power_grid.png
The bar under the picture is 50 um long. Pins as bars on the die edge. Tap cells in grey.
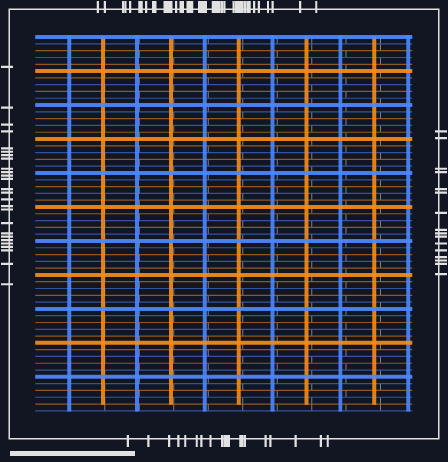
placement_by_type.png
The bar under the picture is 50 um long.
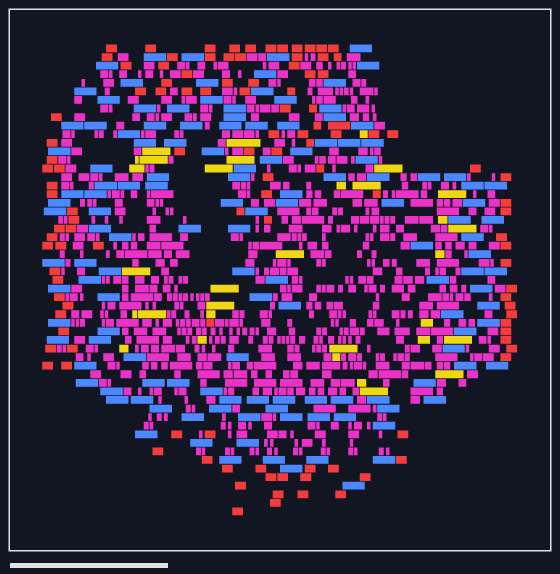
clk_routes.png
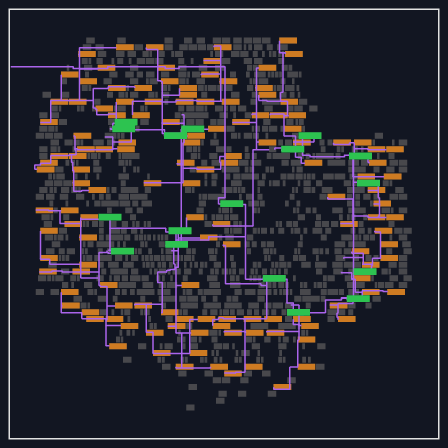
wires.png
The bar under the picture is 50 um long. Only two layers are drawn.
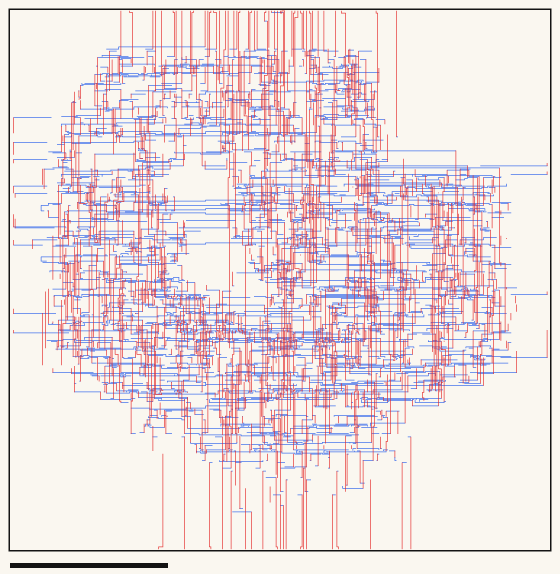
File: config.mk
export PLATFORM = sky130hd
export DESIGN_NAME = mult_seq_unit
export DESIGN_NICKNAME = d
export VERILOG_FILES = /design/src/rtl/alu_pkg.sv /design/src/rtl/mult_step.sv /design/src/rtl/mult_seq_unit.sv
export SDC_FILE = /design/constraint.sdc
export NUM_CORES = 1
export LEC_CHECK = 0
export CORE_MARGIN = 10
export CORE_UTILIZATION = 35
export DETAILED_ROUTE_END_ITERATION = 8
export PLACE_DENSITY = 0.67
export SLEW_MARGIN = 20
export SYNTH_ARGS = -nofsm -noshare
export SYNTH_HDL_FRONTEND = slang
export SYNTH_SLANG_ARGS = --single-unit
File: constraint.sdc
create_clock -name clk -period 5.4 [get_ports clk]
set_input_delay 1.35 -clock clk [delete_from_list [all_inputs] [get_ports clk]]
set_output_delay 1.35 -clock clk [all_outputs]
set_load 0.02 [all_outputs]
File: src/rtl/alu_pkg.sv
// Shared ALU definitions: control codes issued by the decoder and the
// sequential multiplier's state encoding.
package alu_pkg;

  typedef enum logic [3:0] {
    AND_OP   = 4'd0,
    OR_OP    = 4'd1,
    ADD_OP   = 4'd2,
    SLL_OP   = 4'd3,
    SRL_OP   = 4'd4,
    SUB_OP   = 4'd6,
    SLT_OP   = 4'd7,
    MUL_OP   = 4'd8,
    MULH_OP  = 4'd9,
    MULHU_OP = 4'd10
  } alu_op_e;

  typedef enum logic [1:0] {
    IDLE = 2'd0,
    BUSY = 2'd1,
    DONE = 2'd2
  } mult_state_e;

endpackage

File: src/rtl/mult_step.sv
// One radix-2^STEP_BITS iteration: adds mcand * mplier_slice into acc.
module mult_step
  import alu_pkg::*;
#(
  parameter int ACC_W     = 32,
  parameter int STEP_BITS = 2
) (
  input  logic [ACC_W-1:0]     acc,
  input  logic [ACC_W-1:0]     mcand,
  input  logic [STEP_BITS-1:0] mplier_slice,
  output logic [ACC_W-1:0]     acc_next
);

  logic [STEP_BITS-1:0][ACC_W-1:0] pp;

  // one shifted copy of the multiplicand per slice bit
  for (genvar i = 0; i < STEP_BITS; i++) begin : g_pp
    assign pp[i] = mplier_slice[i] ? (mcand << i) : '0;
  end

  always_comb begin
    acc_next = acc;
    for (int i = 0; i < STEP_BITS; i++) acc_next = acc_next + pp[i];
  end

endmodule

File: src/rtl/mult_seq_unit.sv
// Iterative EX-stage multiplier: stalls the pipeline for MUL and returns the
// product after N = DATA_W/STEP_BITS cycles. MULT_SEQ_MULH_EN adds MULH/MULHU.
module mult_seq_unit
  import alu_pkg::*;
#(
  parameter int DATA_W    = 32,
  parameter int STEP_BITS = 2
) (
  input  logic              clk,
  input  logic              rst,
  input  logic              valid_in,
  input  logic              flush,
  input  logic [3:0]        alu_control,
  input  logic [DATA_W-1:0] operand_a,
  input  logic [DATA_W-1:0] operand_b,
  output logic              stall,
  output logic [DATA_W-1:0] result,
  output logic              result_valid
);

  localparam int N     = DATA_W / STEP_BITS;
  localparam int CNT_W = $clog2(N + 1);
`ifdef MULT_SEQ_MULH_EN
  localparam int ACC_W = 2 * DATA_W;
`else
  localparam int ACC_W = DATA_W;
`endif

  mult_state_e       state, state_nxt;
  logic [CNT_W-1:0]  cnt;
  logic [ACC_W-1:0]  acc, acc_next, mcand, mcand_init;
  logic [DATA_W-1:0] mplier, mplier_init, final_res;
  logic              is_mul, start, last_step;

  assign start     = valid_in && is_mul && !flush;
  assign last_step = (cnt == CNT_W'(1));

`ifdef MULT_SEQ_MULH_EN
  logic              sel_signed, sel_hi, op_hi, op_neg;
  logic [DATA_W-1:0] a_mag, b_mag;
  logic [ACC_W-1:0]  prod;

  // MULH runs on magnitudes; the sign is restored on the final product
  always_comb begin
    sel_signed  = (alu_control == MULH_OP);
    sel_hi      = sel_signed || (alu_control == MULHU_OP);
    is_mul      = (alu_control == MUL_OP) || sel_hi;
    a_mag       = (sel_signed && operand_a[DATA_W-1]) ? -operand_a : operand_a;
    b_mag       = (sel_signed && operand_b[DATA_W-1]) ? -operand_b : operand_b;
    mcand_init  = ACC_W'(a_mag);
    mplier_init = b_mag;
    prod        = op_neg ? -acc_next : acc_next;
    final_res   = op_hi ? prod[ACC_W-1:DATA_W] : prod[DATA_W-1:0];
  end

  always_ff @(posedge clk) begin
    if (rst) begin
      op_hi  <= 1'b0;
      op_neg <= 1'b0;
    end else if (state == IDLE && start) begin
      op_hi  <= sel_hi;
      op_neg <= sel_signed && (operand_a[DATA_W-1] ^ operand_b[DATA_W-1]);
    end
  end
`else
  always_comb begin
    is_mul      = (alu_control == MUL_OP);
    mcand_init  = operand_a;
    mplier_init = operand_b;
    final_res   = acc_next;
  end
`endif

  mult_step #(
    .ACC_W    (ACC_W),
    .STEP_BITS(STEP_BITS)
  ) u_step (
    .acc         (acc),
    .mcand       (mcand),
    .mplier_slice(mplier[STEP_BITS-1:0]),
    .acc_next    (acc_next)
  );

  always_ff @(posedge clk) begin
    if (rst) state <= IDLE;
    else     state <= state_nxt;
  end

  always_comb begin
    state_nxt = state;
    if (flush) state_nxt = IDLE;
    else begin
      case (state)
        IDLE:    if (start) state_nxt = BUSY;
        BUSY:    if (last_step) state_nxt = DONE;
        DONE:    state_nxt = IDLE;
        default: state_nxt = IDLE;
      endcase
    end
  end

  always_comb begin
    stall        = 1'b0;
    result_valid = 1'b0;
    case (state)
      IDLE:    stall = start;
      BUSY:    stall = 1'b1;
      DONE:    result_valid = 1'b1;
      default: ;
    endcase
  end

  // operands are latched at issue so EX-input changes while BUSY are ignored
  always_ff @(posedge clk) begin
    if (rst) begin
      cnt    <= '0;
      acc    <= '0;
      mcand  <= '0;
      mplier <= '0;
      result <= '0;
    end else if (flush) begin
      cnt <= '0;
    end else begin
      case (state)
        IDLE: if (start) begin
          mcand  <= mcand_init;
          mplier <= mplier_init;
          acc    <= '0;
          cnt    <= CNT_W'(N);
        end
        BUSY: begin
          acc    <= acc_next;
          mcand  <= mcand << STEP_BITS;
          mplier <= mplier >> STEP_BITS;
          cnt    <= cnt - CNT_W'(1);
          if (last_step) result <= final_res;
        end
        default: ;
      endcase
    end
  end

endmodule

==> flow_summary.html <==
<h2>Implementation results</h2>
<table>
<tr><th>Metric</th><th>Value</th></tr>
<tr><th colspan="2">Cells and area</th></tr>
<tr><td>Fraction of final layout cells with drive strength greater than 1</td><td>under 10%</td></tr>
<tr><td>Synthesis-to-finish area growth</td><td>22.8%</td></tr>
<tr><td>Layout Nets</td><td>1,130</td></tr>
<tr><td>Most frequent cells in the layout</td><td>135 x sky130_fd_sc_hd__dfxtp_1, 117 x sky130_fd_sc_hd__nor2_1, 104 x sky130_fd_sc_hd__clkdlybuf4s50_1</td></tr>
<tr><th colspan="2">Global route</th></tr>
<tr><td>Remaining global-route overflow</td><td>0</td></tr>
<tr><td>Fraction of met2 tracks used by global routing</td><td>about a quarter</td></tr>
<tr><td>First-pass GRT wire length</td><td>~36,000 um</td></tr>
<tr><td>Met3 Track Usage GR</td><td>3.64%</td></tr>
<tr><td>Global-route usage over all layers</td><td>between 15 and 20%</td></tr>
<tr><td>Maximum number of pins on one net before global-route repair</td><td>105</td></tr>
<tr><td>Met1 track demand over resource</td><td>19.2%</td></tr>
<tr><th colspan="2">Power</th></tr>
<tr><td>Pwr Density</td><td>230 mW/mm^2</td></tr>
<tr><td>Part of the power in registers</td><td>about 45%</td></tr>
<tr><td>Clock network fraction of total power</td><td>51.0%</td></tr>
<tr><td>Net Switching</td><td>540 uW</td></tr>
<tr><td>Total clock network power</td><td>1.15 mW</td></tr>
<tr><td>Switching Fraction</td><td>23.9%</td></tr>
<tr><td>Power Combinational</td><td>just over 100 uW</td></tr>
<tr><td>Leakage power total</td><td>about 4.2 nW</td></tr>
<tr><td>Power in sequential cells</td><td>approximately 1.0 mW</td></tr>
<tr><td>Top pwr grp</td><td>the clock network</td></tr>
<tr><th colspan="2">Floorplan</th></tr>
<tr><td>Starting Density</td><td>about 36%</td></tr>
<tr><td>Die area</td><td>roughly 0.029 mm^2</td></tr>
<tr><th colspan="2">Final timing</th></tr>
<tr><td>Smallest setup slack after layout</td><td>between 0.7 and 0.8 ns</td></tr>
<tr><td>Setup tns final</td><td>0 ns</td></tr>
<tr><td>Clock skew</td><td>~0.01 ns</td></tr>
<tr><td>Min cycle time layout</td><td>between 4 and 5 ns</td></tr>
<tr><td>Max-slew headroom at the worst pin</td><td>a little over a third</td></tr>
<tr><td>Maximum clock frequency</td><td>213 MHz</td></tr>
<tr><td>Hold Vio Cnt, Final</td><td>0</td></tr>
<tr><td>Setup repair after global routing missed its margin</td><td>false</td></tr>
<tr><td>Slew Limit Fails</td><td>0</td></tr>
<tr><td>Share of the clock period used by the worst path</td><td>86.9%</td></tr>
<tr><td>Actual slew at the worst max-slew pin</td><td>between 0.9 and 1 ns</td></tr>
<tr><th colspan="2">Routing</th></tr>
<tr><td>DRC violations left</td><td>0</td></tr>
<tr><td>Number of iterations in the first detailed-routing pass</td><td>4</td></tr>
<tr><td>Average routed wire per standard cell</td><td>17.0 um</td></tr>
<tr><td>Total wire length</td><td>approximately 22,000 um</td></tr>
<tr><td>Average via count per standard cell</td><td>between 5 and 6</td></tr>
<tr><th colspan="2">Logic synthesis</th></tr>
<tr><td>Top area cells in the synthesized netlist</td><td>sky130_fd_sc_hd__dfxtp_1 34%, sky130_fd_sc_hd__mux2i_1 7.9%, sky130_fd_sc_hd__fa_1 7.7%, sky130_fd_sc_hd__a211oi_1 6.6%, sky130_fd_sc_hd__nor2_1 5.5%</td></tr>
<tr><td>Synthesized instance count</td><td>918</td></tr>
<tr><td>Floorplan Nets</td><td>between 1,000 and 1,500</td></tr>
<tr><td>Share of Yosys cell area claimed by the top area cell type</td><td>between 30% and 40%</td></tr>
<tr><td>Number of warning messages in the yosys log</td><td>0</td></tr>
<tr><td>Number of synthesized flops with an enable pin</td><td>0</td></tr>
<tr><td>Average instance area after synthesis</td><td>between 8 and 9 um^2</td></tr>
<tr><td>Register area share after synthesis</td><td>between 30% and 40%</td></tr>
<tr><td>Post-synthesis chip area from yosys</td><td>0.00802 mm^2</td></tr>
<tr><td>Most instantiated cells after synthesis</td><td>135 x sky130_fd_sc_hd__dfxtp_1, 117 x sky130_fd_sc_hd__nor2_1, 88 x sky130_fd_sc_hd__nand2_1, 70 x sky130_fd_sc_hd__a211oi_1, 63 x sky130_fd_sc_hd__mux2i_1</td></tr>
<tr><td>Register bit total from synthesis</td><td>~140</td></tr>
<tr><th colspan="2">Clock network</th></tr>
<tr><td>Clock tree from TritonCTS</td><td>done</td></tr>
<tr><td>Clock Pin Slew Worst Setup and Hold Paths</td><td>0.06 ns</td></tr>
<tr><td>Number of clock sinks</td><td>135</td></tr>
<tr><td>Post-CTS setup buffer count</td><td>0</td></tr>
<tr><td>Hold-fix buffers, CTS</td><td>0</td></tr>
<tr><td>Number of buffers inserted during clock tree synthesis</td><td>17</td></tr>
<tr><td>H-Tree Depth</td><td>4</td></tr>
<tr><td>Clock network latency to the later pin of the worst-skew pair</td><td>around 0.43 ns</td></tr>
<tr><td>Longest Clk Path Bufs</td><td>2</td></tr>
<tr><th colspan="2">Placement</th></tr>
<tr><td>Place WS</td><td>~0.70 ns</td></tr>
<tr><td>HPWL reported at the end of detailed placement</td><td>between 15,000 and 20,000 um</td></tr>
<tr><td>Number of instances in the placed design</td><td>around 1,300</td></tr>
<tr><th colspan="2">Outcome</th></tr>
<tr><td>Outcome</td><td>finished, final reports clean</td></tr>
<tr><th colspan="2">Worst setup path</th></tr>
<tr><td>Critical path peak fanout</td><td>8</td></tr>
<tr><td>Arrival time at the worst endpoint</td><td>~3.3 ns</td></tr>
<tr><td>Critical setup path kind</td><td>in -&gt; out</td></tr>
<tr><td>Biggest cell delay along the critical path</td><td>0.60 ns</td></tr>
<tr><td>Cells along the critical path</td><td>clkdlybuf4s50_1 &gt; nor4bb_1 &gt; a21oi_1 &gt; or2_1 &gt; inv_1 &gt; clkdlybuf4s50_1</td></tr>
<tr><td>Crit path required time</td><td>slightly above 4 ns</td></tr>
<tr><td>Crit start category</td><td>input pin</td></tr>
<tr><td>Worst path slowest cell</td><td>sky130_fd_sc_hd__clkdlybuf4s50_1</td></tr>
<tr><td>Crit-path most repeated cell</td><td>sky130_fd_sc_hd__clkdlybuf4s50_1</td></tr>
<tr><td>Critical path endpoint category</td><td>primary output</td></tr>
<tr><th colspan="2">Job</th></tr>
<tr><td>Number of violations of the max-capacitance limit</td><td>0</td></tr>
</table>
Notes on power_grid.png above:
| net | colour |
|---|---|
| VSS | blue |
| VDD | orange |
signal pins: 106
rows: 55
Die X-Extent: 171 um
Die Span Y: 171 um

Notes on placement_by_type.png above:
| class | colour | cells | share of their area |
|---|---|---|---|
| sequential cells | blue | 135 | 28% |
| clock drivers and dummy loads | yellow | 32 | 6.1% |
| remaining buffers and delay cells | red | 115 | 12% |
| combinational and other logic | magenta | 725 | 53% |
post-route core utilization: 43.6%
placeable core area: 0.0226 mm^2
number of cell rows: 55
finished layout cell area: 0.00985 mm^2

Notes on clk_routes.png above:
[flip-flops] orange | count: 135
[clock wires] purple | length: 2,010 um
[clock drivers] green | count: 17
routed clock nets: 18

Notes on wires.png above:
| layer | colour | wire length |
|---|---|---|
| metal 2 | red | 10,700 um |
| metal 1 | blue | 9,950 um |

metal layers:
metal	vias up	wire, um
li1	3418	-
met3	24	963
met1	3267	9950
met4	0	329
met5	-	0
met2	119	10700
worst max-delay path: cells and delay by family:
| family | cells | cell delay [ns] |
|---|---|---|
| simple gates | 2 | 0.65 |
| buf+inv | 3 | 1.21 |
| compound gates | 1 | 0.12 |
final timing paths:
| check | startpoint | end | slack, ns | cells after the start |
|---|---|---|---|---|
| worst min-delay path | result[23] | result[23] | 0.45 | 2 |
| worst max-delay path | flush | stall | 0.71 | 6 |
| worst max register to register | mplier[0] | acc[29] | 1.43 | 12 |
| worst min register to register | result[23] | result[23] | 0.45 | 2 |
flip-flops by register name, summed over array words and instances, names as in the netlist:
| name | count |
|---|---|
| acc | 32 |
| mcand | 32 |
| mplier | 32 |
| result | 32 |
| cnt | 5 |
| state | 2 |
cells by family (layout without fill, tap and decap cells):
group,count (synthesis),in the layout,synth area share (%)
and+or+nand+nor,315,315,18.2
adders and majority gates,64,64,12.9
DFF,135,135,33.7
xor gates and xnor gates,28,28,3.06
buffers and inverters,72,161,3.82
AOI/OAI and AO/OA,240,240,20.3
other,0,1,0
muxes,64,64,8.01
stage by stage:
step / cell area [um^2] / power [mW] / hold slack [ns]
finish: 9850 / 2.26 / 0.451
global route: 9840 / 2.34 / 0.473
floorplan: 8020 / 1.07 / 0.431
detailed placement: 9270 / 1.13 / 0.448
global placement: 9270 / 1.13 / 0.442
CTS: 9840 / 2.28 / 0.455
layout make-up:
class                   count  area [um^2]
diodes                      1         2.50
clock buffers              19          443
clock inverters            13          134
fillers                  2244        12700
inverters                  14         52.6
multi-input cells         711         5020
flip-flops and latches    135         2700
well taps                 285          357
repair buffers            115         1140
Power is estimated from default activity; no workload was simulated.
